<file path="config.mk">
export PLATFORM = sky130hd
export DESIGN_NAME = hazard_control_unit_flat
export DESIGN_NICKNAME = d
export VERILOG_FILES = /design/src/rtl/hazard_control_unit_pkg.sv /design/src/rtl/hazard_control_unit_if.sv /design/src/rtl/hazard_control_unit_stall_counter.sv /design/src/rtl/hazard_control_unit.sv /design/src/flat_wrapper.sv
export SDC_FILE = /design/constraint.sdc
export NUM_CORES = 1
export LEC_CHECK = 0
export CORE_MARGIN = 1.5
export CORE_UTILIZATION = 45
export CTS_CLUSTER_DIAMETER = 80
export CTS_CLUSTER_SIZE = 20
export DETAILED_ROUTE_END_ITERATION = 8
export GPL_TIMING_DRIVEN = 1
export PLACE_DENSITY = 0.91
export SETUP_SLACK_MARGIN = 0.1
export SLEW_MARGIN = 30
export SYNTH_ARGS = -nofsm -noshare
export SYNTH_HDL_FRONTEND = slang
export SYNTH_SLANG_ARGS = --single-unit
</file>
<file path="constraint.sdc">
create_clock -name clk -period 2.6 [get_ports clk]
set_clock_uncertainty 0.15 [all_clocks]
set_input_delay 0.52 -clock clk [delete_from_list [all_inputs] [get_ports clk]]
set_output_delay 0.52 -clock clk [all_outputs]
set_load 0.02 [all_outputs]
</file>
<file path="src/rtl/hazard_control_unit_pkg.sv">
// Shared definitions for the pipeline hazard sequencer: state encoding,
// pipeline NOP encoding, the x0 register index and the load-use test.
package hazard_control_unit_pkg;

   typedef enum logic {
      RUN     = 1'b0,
      MD_BUSY = 1'b1
   } hcu_state_e;

   // addi x0, x0, 0 -- what flush/bubble consumers load into a stage register
   localparam logic [31:0] NOP_INSTR = 32'h0000_0013;

   localparam logic [4:0] REG_X0 = 5'd0;

   // Width of the MUL/DIV occupancy down-counter (MD_LATENCY up to 16)
   localparam int MD_CNT_W = 4;

   // A load in EX feeds a register the ID instruction really reads; x0 never hazards
   function automatic logic load_use_hazard(
      input logic       mem_read,
      input logic [4:0] ex_rd,
      input logic [4:0] id_rs1,
      input logic [4:0] id_rs2,
      input logic       uses_rs1,
      input logic       uses_rs2
   );
      return mem_read && (ex_rd != REG_X0) &&
             ((uses_rs1 && (ex_rd == id_rs1)) || (uses_rs2 && (ex_rd == id_rs2)));
   endfunction

endpackage

</file>
<file path="src/rtl/hazard_control_unit_if.sv">
// Pipeline-facing signal bundle of the hazard sequencer. The pipeline is the
// master (drives hazard sources, consumes enables); the sequencer is the slave.
interface hazard_control_unit_if #(
   parameter int COUNT_W = 32
);
   logic [4:0]         IF_IDrs1;
   logic [4:0]         IF_IDrs2;
   logic               IF_IDusesRs1;
   logic               IF_IDusesRs2;
   logic [4:0]         ID_EXrd;
   logic               ID_EXmemRead;
   logic               ID_EXmulDiv;
   logic               EX_branchTaken;
   logic               EX_MEMmemAccess;
   logic               dmemReady;

   logic               PCwrite;
   logic               IF_IDwrite;
   logic               ID_EXwrite;
   logic               EX_MEMwrite;
   logic               MEM_WBwrite;
   logic               IF_IDflush;
   logic               ID_EXflush;
   logic               EX_MEMbubble;
   logic               MEM_WBbubble;
   logic               mdStart;
   logic               mdBusy;
   logic [COUNT_W-1:0] stallCycles;

   modport master (
      output IF_IDrs1, IF_IDrs2, IF_IDusesRs1, IF_IDusesRs2, ID_EXrd,
             ID_EXmemRead, ID_EXmulDiv, EX_branchTaken, EX_MEMmemAccess, dmemReady,
      input  PCwrite, IF_IDwrite, ID_EXwrite, EX_MEMwrite, MEM_WBwrite,
             IF_IDflush, ID_EXflush, EX_MEMbubble, MEM_WBbubble,
             mdStart, mdBusy, stallCycles
   );

   modport slave (
      input  IF_IDrs1, IF_IDrs2, IF_IDusesRs1, IF_IDusesRs2, ID_EXrd,
             ID_EXmemRead, ID_EXmulDiv, EX_branchTaken, EX_MEMmemAccess, dmemReady,
      output PCwrite, IF_IDwrite, ID_EXwrite, EX_MEMwrite, MEM_WBwrite,
             IF_IDflush, ID_EXflush, EX_MEMbubble, MEM_WBbubble,
             mdStart, mdBusy, stallCycles
   );
endinterface

</file>
<file path="src/rtl/hazard_control_unit_stall_counter.sv">
// Saturating performance counter of stalled cycles.
module hazard_stall_counter #(
   parameter int COUNT_W = 32
) (
   input  logic               clk,
   input  logic               rst,
   input  logic               en,
   output logic [COUNT_W-1:0] count
);

   // Count enabled cycles, sticking at all-ones instead of wrapping
   always_ff @(posedge clk or posedge rst) begin
      if (rst) begin
         count <= '0;
      end else if (en && (count != '1)) begin
         count <= count + 1'b1;
      end
   end

endmodule

</file>
<file path="src/rtl/hazard_control_unit.sv">
// Pipeline hazard sequencer for the 5-stage core: per-cycle advance / hold /
// bubble decisions for memory wait states, MUL/DIV occupancy of EX, taken
// branches and load-use dependencies, plus a stall-cycle counter.
module hazard_control_unit
   import hazard_control_unit_pkg::*;
#(
   parameter int MD_LATENCY = 4,
   parameter int COUNT_W    = 32
) (
   input logic                  clk,
   input logic                  rst,
   hazard_control_unit_if.slave hif
);

   // Cycles still to stall after the entry cycle; only meaningful when MD_LATENCY > 1
   localparam logic [MD_CNT_W-1:0] MD_CNT_INIT = MD_CNT_W'(MD_LATENCY - 2);

   hcu_state_e          state_q;
   hcu_state_e          state_d;
   logic [MD_CNT_W-1:0] md_cnt_q;
   logic [MD_CNT_W-1:0] md_cnt_d;
   logic                mem_wait;
   logic                load_use;
   logic                stall_en;

   assign mem_wait = hif.EX_MEMmemAccess && !hif.dmemReady;
   assign load_use = load_use_hazard(hif.ID_EXmemRead, hif.ID_EXrd, hif.IF_IDrs1,
                                     hif.IF_IDrs2, hif.IF_IDusesRs1, hif.IF_IDusesRs2);

   // Prioritised hazard resolution: enables, flushes and next state
   always_comb begin
      hif.PCwrite      = 1'b1;
      hif.IF_IDwrite   = 1'b1;
      hif.ID_EXwrite   = 1'b1;
      hif.EX_MEMwrite  = 1'b1;
      hif.MEM_WBwrite  = 1'b1;
      hif.IF_IDflush   = 1'b0;
      hif.ID_EXflush   = 1'b0;
      hif.EX_MEMbubble = 1'b0;
      hif.MEM_WBbubble = 1'b0;
      hif.mdStart      = 1'b0;
      hif.mdBusy       = (state_q == MD_BUSY) && !rst;
      state_d          = state_q;
      md_cnt_d         = md_cnt_q;

      if (rst) begin
         // Freeze the whole pipeline and fill every stage with NOPs
         hif.PCwrite      = 1'b0;
         hif.IF_IDwrite   = 1'b0;
         hif.ID_EXwrite   = 1'b0;
         hif.EX_MEMwrite  = 1'b0;
         hif.MEM_WBwrite  = 1'b0;
         hif.IF_IDflush   = 1'b1;
         hif.ID_EXflush   = 1'b1;
         hif.EX_MEMbubble = 1'b1;
         hif.MEM_WBbubble = 1'b1;
      end else if (mem_wait) begin
         // Everything up to MEM holds; a pending branch is replayed after the wait
         hif.PCwrite      = 1'b0;
         hif.IF_IDwrite   = 1'b0;
         hif.ID_EXwrite   = 1'b0;
         hif.EX_MEMwrite  = 1'b0;
         hif.MEM_WBbubble = 1'b1;
      end else if (state_q == MD_BUSY) begin
         if (md_cnt_q != '0) begin
            hif.PCwrite      = 1'b0;
            hif.IF_IDwrite   = 1'b0;
            hif.ID_EXwrite   = 1'b0;
            hif.EX_MEMbubble = 1'b1;
            md_cnt_d         = md_cnt_q - 1'b1;
         end else begin
            state_d = RUN;
         end
      end else if (hif.EX_branchTaken) begin
         // ID holds a wrong-path instruction, so this also cancels any load-use stall
         hif.IF_IDflush = 1'b1;
         hif.ID_EXflush = 1'b1;
      end else if (hif.ID_EXmulDiv) begin
         hif.mdStart = 1'b1;
         if (MD_LATENCY > 1) begin
            hif.PCwrite      = 1'b0;
            hif.IF_IDwrite   = 1'b0;
            hif.ID_EXwrite   = 1'b0;
            hif.EX_MEMbubble = 1'b1;
            state_d          = MD_BUSY;
            md_cnt_d         = MD_CNT_INIT;
         end
      end else if (load_use) begin
         hif.PCwrite    = 1'b0;
         hif.IF_IDwrite = 1'b0;
         hif.ID_EXflush = 1'b1;
      end
   end

   // State register and MUL/DIV occupancy counter; reset aborts any MUL/DIV
   always_ff @(posedge clk or posedge rst) begin
      if (rst) begin
         state_q  <= RUN;
         md_cnt_q <= '0;
      end else begin
         state_q  <= state_d;
         md_cnt_q <= md_cnt_d;
      end
   end

   assign stall_en = !hif.PCwrite;

   hazard_stall_counter #(
      .COUNT_W (COUNT_W)
   ) u_stall_counter (
      .clk   (clk),
      .rst   (rst),
      .en    (stall_en),
      .count (hif.stallCycles)
   );

endmodule

</file>
<file path="src/flat_wrapper.sv">
// flat-port wrapper written by rule: the top's interface ports become plain ports
module hazard_control_unit_flat import hazard_control_unit_pkg::*;
#(
   parameter int MD_LATENCY = 4,
   parameter int COUNT_W    = 32
)
  (clk, rst, hif_IF_IDrs1, hif_IF_IDrs2, hif_IF_IDusesRs1, hif_IF_IDusesRs2, hif_ID_EXrd, hif_ID_EXmemRead, hif_ID_EXmulDiv, hif_EX_branchTaken, hif_EX_MEMmemAccess, hif_dmemReady, hif_PCwrite, hif_IF_IDwrite, hif_ID_EXwrite, hif_EX_MEMwrite, hif_MEM_WBwrite, hif_IF_IDflush, hif_ID_EXflush, hif_EX_MEMbubble, hif_MEM_WBbubble, hif_mdStart, hif_mdBusy, hif_stallCycles);
  hazard_control_unit_if #(.COUNT_W(COUNT_W)) hif_i ();
  input logic clk;
  input logic rst;
  input wire logic [$bits(hif_i.IF_IDrs1)-1:0] hif_IF_IDrs1;
  input wire logic [$bits(hif_i.IF_IDrs2)-1:0] hif_IF_IDrs2;
  input wire logic [$bits(hif_i.IF_IDusesRs1)-1:0] hif_IF_IDusesRs1;
  input wire logic [$bits(hif_i.IF_IDusesRs2)-1:0] hif_IF_IDusesRs2;
  input wire logic [$bits(hif_i.ID_EXrd)-1:0] hif_ID_EXrd;
  input wire logic [$bits(hif_i.ID_EXmemRead)-1:0] hif_ID_EXmemRead;
  input wire logic [$bits(hif_i.ID_EXmulDiv)-1:0] hif_ID_EXmulDiv;
  input wire logic [$bits(hif_i.EX_branchTaken)-1:0] hif_EX_branchTaken;
  input wire logic [$bits(hif_i.EX_MEMmemAccess)-1:0] hif_EX_MEMmemAccess;
  input wire logic [$bits(hif_i.dmemReady)-1:0] hif_dmemReady;
  output wire logic [$bits(hif_i.PCwrite)-1:0] hif_PCwrite;
  output wire logic [$bits(hif_i.IF_IDwrite)-1:0] hif_IF_IDwrite;
  output wire logic [$bits(hif_i.ID_EXwrite)-1:0] hif_ID_EXwrite;
  output wire logic [$bits(hif_i.EX_MEMwrite)-1:0] hif_EX_MEMwrite;
  output wire logic [$bits(hif_i.MEM_WBwrite)-1:0] hif_MEM_WBwrite;
  output wire logic [$bits(hif_i.IF_IDflush)-1:0] hif_IF_IDflush;
  output wire logic [$bits(hif_i.ID_EXflush)-1:0] hif_ID_EXflush;
  output wire logic [$bits(hif_i.EX_MEMbubble)-1:0] hif_EX_MEMbubble;
  output wire logic [$bits(hif_i.MEM_WBbubble)-1:0] hif_MEM_WBbubble;
  output wire logic [$bits(hif_i.mdStart)-1:0] hif_mdStart;
  output wire logic [$bits(hif_i.mdBusy)-1:0] hif_mdBusy;
  output wire logic [$bits(hif_i.stallCycles)-1:0] hif_stallCycles;
  assign hif_i.IF_IDrs1 = hif_IF_IDrs1;
  assign hif_i.IF_IDrs2 = hif_IF_IDrs2;
  assign hif_i.IF_IDusesRs1 = hif_IF_IDusesRs1;
  assign hif_i.IF_IDusesRs2 = hif_IF_IDusesRs2;
  assign hif_i.ID_EXrd = hif_ID_EXrd;
  assign hif_i.ID_EXmemRead = hif_ID_EXmemRead;
  assign hif_i.ID_EXmulDiv = hif_ID_EXmulDiv;
  assign hif_i.EX_branchTaken = hif_EX_branchTaken;
  assign hif_i.EX_MEMmemAccess = hif_EX_MEMmemAccess;
  assign hif_i.dmemReady = hif_dmemReady;
  assign hif_PCwrite = hif_i.PCwrite;
  assign hif_IF_IDwrite = hif_i.IF_IDwrite;
  assign hif_ID_EXwrite = hif_i.ID_EXwrite;
  assign hif_EX_MEMwrite = hif_i.EX_MEMwrite;
  assign hif_MEM_WBwrite = hif_i.MEM_WBwrite;
  assign hif_IF_IDflush = hif_i.IF_IDflush;
  assign hif_ID_EXflush = hif_i.ID_EXflush;
  assign hif_EX_MEMbubble = hif_i.EX_MEMbubble;
  assign hif_MEM_WBbubble = hif_i.MEM_WBbubble;
  assign hif_mdStart = hif_i.mdStart;
  assign hif_mdBusy = hif_i.mdBusy;
  assign hif_stallCycles = hif_i.stallCycles;
  hazard_control_unit #(.MD_LATENCY(MD_LATENCY), .COUNT_W(COUNT_W)) u_core (.clk(clk), .rst(rst), .hif(hif_i));
endmodule
</file>
==> results.yml, run 1 <==
# yosys + openroad results
layout:
  nets: 321
  final_area_um2: 3160
  drive_gt1_share_pct: 25.8
  largestClassByArea: "combinational gates"
  multi_input_comb_cells: 149
  diodes: 0
  final_cell_mix: "clkdlybuf4s50_1, dfrtp_1, xnor2_1"
  seqCellArea_um2: 926
  n_all_inverters: 7
  sh_seq_area_pct: 29.3
synthesis:
  ys_top_logic_family: "simple AND/OR/NAND/NOR gates"
  xor_share_pct: 18.7
  top_cell: "dfrtp_1"
  ys_cells: 199
  syn_inst: 199
  simple_gate_area_share_pct: 25.9
  ys_top_cells_by_count: "dfrtp_1, xnor2_1, nand4_1"
  netlist_area_um2: 2010
  synth-main-ff-cell: "dfrtp_1"
  edf_count: 0
  avgSynthCellArea_um2: 10.1
  yosysChipArea_um2: 2010
critical_path:
  worstPathArrival_ns: 1.91
  reg2reg_to: "u_core.u_stall_counter.count[22]"
  crit_cells: 6
  crit_path_start: "hif_ID_EXrd[3]"
sta:
  fin_crit_ns: 2.58
  drv_slew: 0
  setup_slack_ns: 0.0161
min_path:
  min_from: "u_core.u_stall_counter.count[10]"
  min_path_type: "reg2reg"
routing:
  top_layer: "met4"
  wl_met2_mm: 2.70
  final_antenna_net_count: 0
  drtIter0Drc: 179
  wl_mm: 5.28
clocking:
  numCtsBuffers: 5
  clk_path_buf_depth: 2
  insertion_delay_ns: 0.29
global_route:
  grt_pass1_wl_mm: 8.27
outcome:
  run_status: "complete, no violations"
job:
  max-cap-violations: 0
floorplan:
  coreArea_um2: 4320
  rows: 24
  die_y_um: 69.9
place:
  gp_congestion: 0.843
power_and_ir_drop:
  pwr_density_cell_nw_per_um2: 706
  clkPwrFrac_pct: 18.1
  leakage_uw: 0.00137
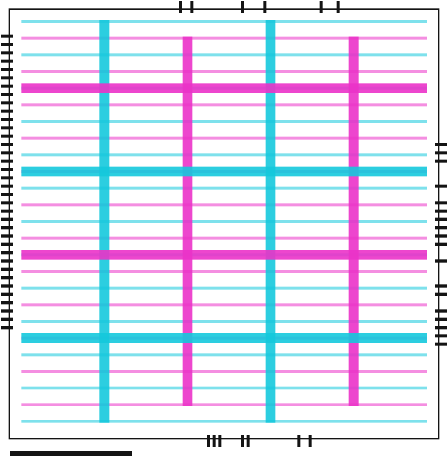
Fig. 1. PDN straps and rails (run 1).
Scale bar: 20 um. Pins as bars on the die edge.
Key: cyan = VSS; magenta = VDD
4 straps on met5. 67 signal pins sit on the boundary.

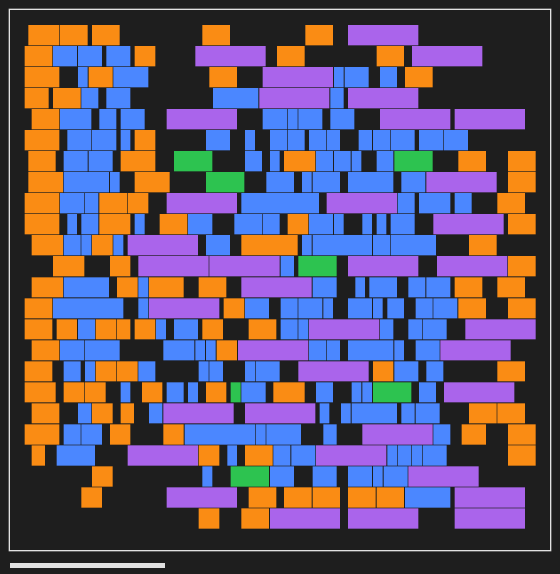
Fig. 2. Placement by cell class (run 1).
Scale bar: 20 um.
Key: blue = combinational and other logic [cells 156]; purple = flops [cells 37]; green = clock drivers and dummy loads [cells 7]; orange = other buffers and delay cells [cells 95]

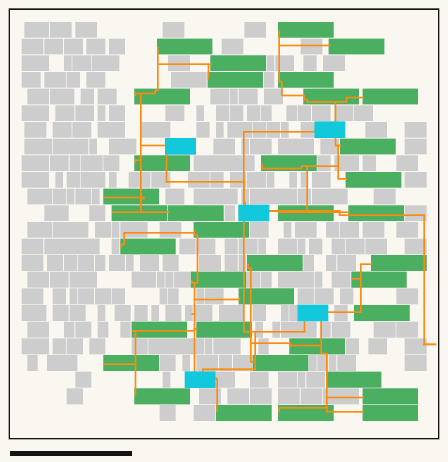
Fig. 3. Clock network drawn from the DEF (run 1).
Scale bar: 20 um.
Key: green = flip-flops [count 37]; cyan = clock drivers [count 5]; orange = clock wires [length 476 um]
There are 6 routed clock nets.

--- run 2 (diff from run 1) ---
--- a/config.mk
+++ b/config.mk
@@ -5,8 +5,11 @@
 export SDC_FILE = /design/constraint.sdc
 export NUM_CORES = 1
 export LEC_CHECK = 0
+export CAP_MARGIN = 20
+export CELL_PAD_IN_SITES_DETAIL_PLACEMENT = 0
+export CELL_PAD_IN_SITES_GLOBAL_PLACEMENT = 1
 export CORE_MARGIN = 1.5
-export CORE_UTILIZATION = 45
+export CORE_UTILIZATION = 34
 export CTS_CLUSTER_DIAMETER = 80
 export CTS_CLUSTER_SIZE = 20
 export DETAILED_ROUTE_END_ITERATION = 8
==> run 2 against run 1 <==
Wire length down 9.0%. Largest power group unchanged. Maximum frequency grew 1.7%. Global-route usage shrank 5.2 points. Utilization decreased by 17 points. Clock-buffer cell count did not move. Synthesized area unchanged.
==> results.yml, run 2 <==
# yosys + openroad results
outcome:
  run_status: "complete, no violations"
synthesis:
  top_cell: "dfrtp_1"
  async_flop_share_pct: 100
  syn_inst: 199
  netlist_area_um2: 2010
  yosysChipArea_um2: 2010
  ys_top_cells_by_count: "dfrtp_1, xnor2_1, nand4_1"
  synth-main-ff-cell: "dfrtp_1"
  avgSynthCellArea_um2: 10.1
  xor_share_pct: 18.7
  simple_gate_area_share_pct: 25.9
  edf_count: 0
  ys_cells: 199
  ys_seq_share_pct: 46.0
  ys_top_logic_family: "simple AND/OR/NAND/NOR gates"
place:
  placedCellCount: 357
  gp_congestion: 0.789
  hpwl_mm: 3.58
clocking:
  cts-root-buf: "clkbuf_8"
  clk_pin_slew_worst_paths_ns: 0.07
  htreeDepth: 2
  numCtsBuffers: 5
  insertion_delay_ns: 0.29
  cts_resized: 55
  clk_path_buf_depth: 2
power_and_ir_drop:
  leakage_uw: 0.00139
  pwr_density_cell_nw_per_um2: 692
  power_uw: 2170
  seqPwrFrac_pct: 37.6
  p_switching_uw: 774
  p_comb_uw: 955
critical_path:
  crit_cells: 7
  worstPathArrival_ns: 1.87
  worstPathCellList: "inv_2, ha_4, or3b_4, a22oi_2, nand2_2, a21oi_4, buf_6"
  reg2reg_to: "u_core.u_stall_counter.count[5]"
  crit_path_start: "u_core.md_cnt_q[0]"
  crit_buf_inv: 2
global_route:
  grt_use_met2_pct: 26.6
  grt_pass1_wl_mm: 7.95
  grt_max_degree: 38
  met3_usage_pct: 4.57
layout:
  multi_input_comb_cells: 149
  sh_seq_area_pct: 29.5
  final_core_util_pct: 55.9
  final_area_um2: 3130
  final_cell_mix: "clkdlybuf4s50_1, dfrtp_1, xnor2_1"
  nets: 322
  n_all_inverters: 7
  diodes: 0
  area_growth_syn_to_layout_pct: 55.7
  drive_gt1_share_pct: 26.7
  logic_area_um2: 1110
  regMostFlops: "u_core.u_stall_counter.count"
  seqCellArea_um2: 926
  largestClassByArea: "combinational gates"
sta:
  rsz0062_at_grt: "true"
  fin_crit_ns: 2.54
  setup_slack_ns: 0.0596
  setup_viol: 0
  drv_slew: 0
floorplan:
  rows: 27
  die_y_um: 80.0
  die_area_um2: 6390
  die_w_um: 80.0
  io_pins: 67
  coreArea_um2: 5610
routing:
  wl_met2_mm: 2.28
  drtIter0Drc: 101
  top_layer: "met4"
  route.met3.wl_um: 363
  final_antenna_net_count: 0
  wl_mm: 4.80
min_path:
  min_from: "u_core.u_stall_counter.count[12]"
  min_path_type: "reg2reg"
job:
  max-cap-violations: 0
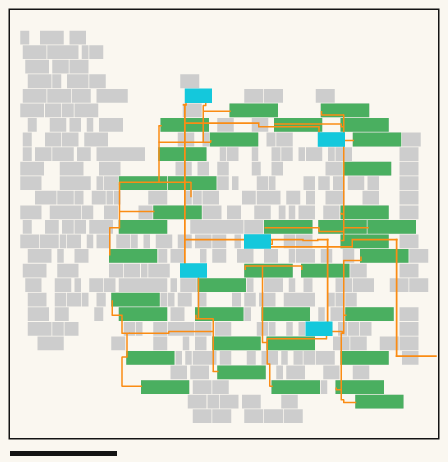
Fig. 4. Clock network drawn from the DEF (run 2).
Scale bar: 20 um.
clock share of power: 18.4%
Clk power: 399 uW

--- run 3 (diff from run 2) ---
--- a/config.mk
+++ b/config.mk
@@ -15,7 +15,6 @@
 export DETAILED_ROUTE_END_ITERATION = 8
 export GPL_TIMING_DRIVEN = 1
 export PLACE_DENSITY = 0.91
-export SETUP_SLACK_MARGIN = 0.1
 export SLEW_MARGIN = 30
 export SYNTH_ARGS = -nofsm -noshare
 export SYNTH_HDL_FRONTEND = slang
==> run 3 against run 2 <==
First-iteration DRC count is 42% lower. Wire length is 0.73% lower. Global-route usage is 0.76 points lower. Combinational power hardly changed. Maximum frequency is 0.48% lower. Die size stayed put. Critical path depth is 1 lower. Synthesized area stayed put. Critical endpoint is now hif_ID_EXflush.
==> results.yml, run 3 <==
# yosys + openroad results
outcome:
  run_status: "complete, no violations"
critical_path:
  crit_buf_inv: 2
  reg2reg_to: "u_core.u_stall_counter.count[6]"
  worstPathCellList: "clkdlybuf4s15_1, or4_4, o21ai_4, nor4bb_4, or2_4, buf_6"
  worstPathArrival_ns: 1.88
  crit_cells: 6
  crit_path_start: "hif_ID_EXrd[0]"
  slowest_stage: "or4_4"
global_route:
  met3_usage_pct: 5.03
  grt_max_degree: 38
  grt_pass1_wl_mm: 7.62
  grt_use_met2_pct: 26.4
synthesis:
  ys_cells: 199
  async_flop_share_pct: 100
  xor_share_pct: 18.7
  netlist_area_um2: 2010
  yosysChipArea_um2: 2010
  top_cell: "dfrtp_1"
  avgSynthCellArea_um2: 10.1
  yosysTopAreaCell: "dfrtp_1"
  syn_inst: 199
  ys_top_logic_family: "simple AND/OR/NAND/NOR gates"
  simple_gate_area_share_pct: 25.9
  synth-main-ff-cell: "dfrtp_1"
  edf_count: 0
  post-synth-top-area-fraction_pct: 46.0
  ys_top_cells_by_count: "dfrtp_1, xnor2_1, nand4_1"
place:
  gp_congestion: 0.769
  hpwl_mm: 3.51
  placedCellCount: 357
power_and_ir_drop:
  pwr_density_cell_nw_per_um2: 680
  p_switching_uw: 783
  leakage_uw: 0.00137
  pg_clk_uw: 385
  power_uw: 2160
  seqPwrFrac_pct: 37.9
  clkPwrFrac_pct: 17.8
  p_comb_uw: 957
  seq_cell_power_uw: 819
clocking:
  cts_resized: 40
  numCtsBuffers: 5
  htreeDepth: 2
  cts-root-buf: "clkbuf_8"
  insertion_delay_ns: 0.29
  clk_path_buf_depth: 2
sta:
  rsz0062_at_grt: "true"
  fin_crit_ns: 2.55
  slew_headroom_pct: 69.4
  setup_slack_ns: 0.0475
  setup_viol: 0
  drv_slew: 0
routing:
  wl_mm: 4.77
  final_antenna_net_count: 0
  wl_met2_mm: 2.36
  via_per_inst: 4.89
  top_layer: "met4"
  route.met3.wl_um: 351
  drtIter0Drc: 59
layout:
  n_all_inverters: 7
  final_core_util_pct: 56.7
  nets: 322
  final_area_um2: 3180
  logic_area_um2: 1120
  drive_gt1_share_pct: 24.9
  diodes: 0
  seqCellArea_um2: 926
  area_growth_syn_to_layout_pct: 57.9
  final_cell_mix: "clkdlybuf4s50_1, dfrtp_1, xnor2_1"
  multi_input_comb_cells: 149
  regMostFlops: "u_core.u_stall_counter.count"
  sh_seq_area_pct: 29.1
min_path:
  holdPathStages: 1
  min_from: "u_core.u_stall_counter.count[22]"
  whs_endpoint: "u_core.u_stall_counter.count[22]"
  min_path_type: "reg2reg"
floorplan:
  die_w_um: 80.0
  io_pins: 67
  rows: 27
  die_y_um: 80.0
  die_area_um2: 6390
  coreArea_um2: 5610
job:
  max-cap-violations: 0
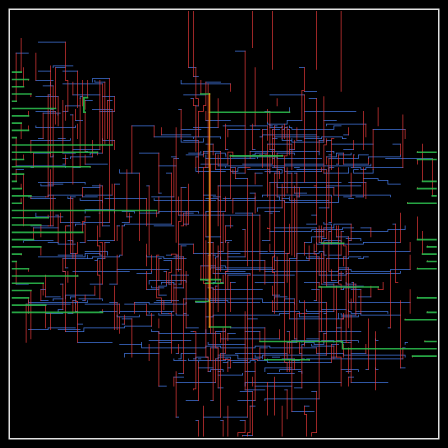
Fig. 5. Wiring by layer (run 3).
Key: red = metal 2 [wire length 2360 um]; green = metal 3 [wire length 351 um]; orange = metal 4 [wire length 43.5 um]; blue = metal 1 [wire length 2010 um]


==> layout pictures side by side <==
Routing congestion.
picture 1
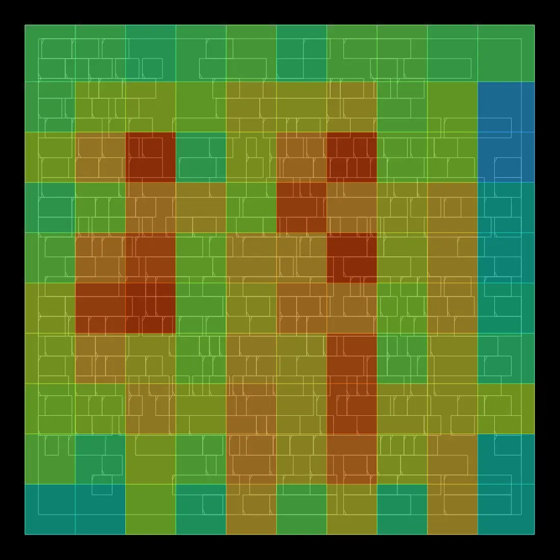
picture 2
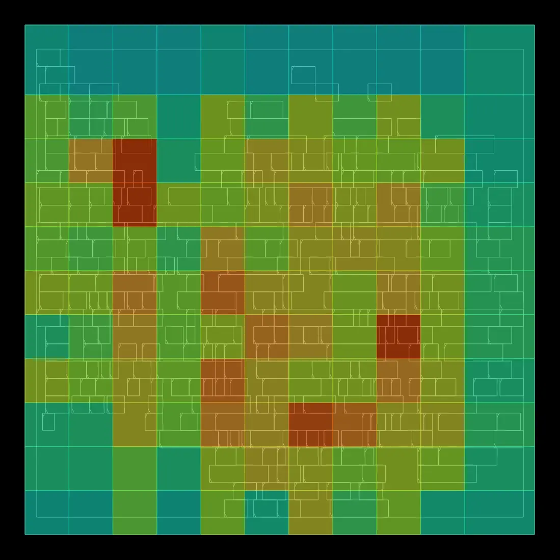
| from | picture |
|---|---|
| run 1 | picture 1 |
| run 3 | picture 2 |

Power is estimated from default activity; no workload was simulated.
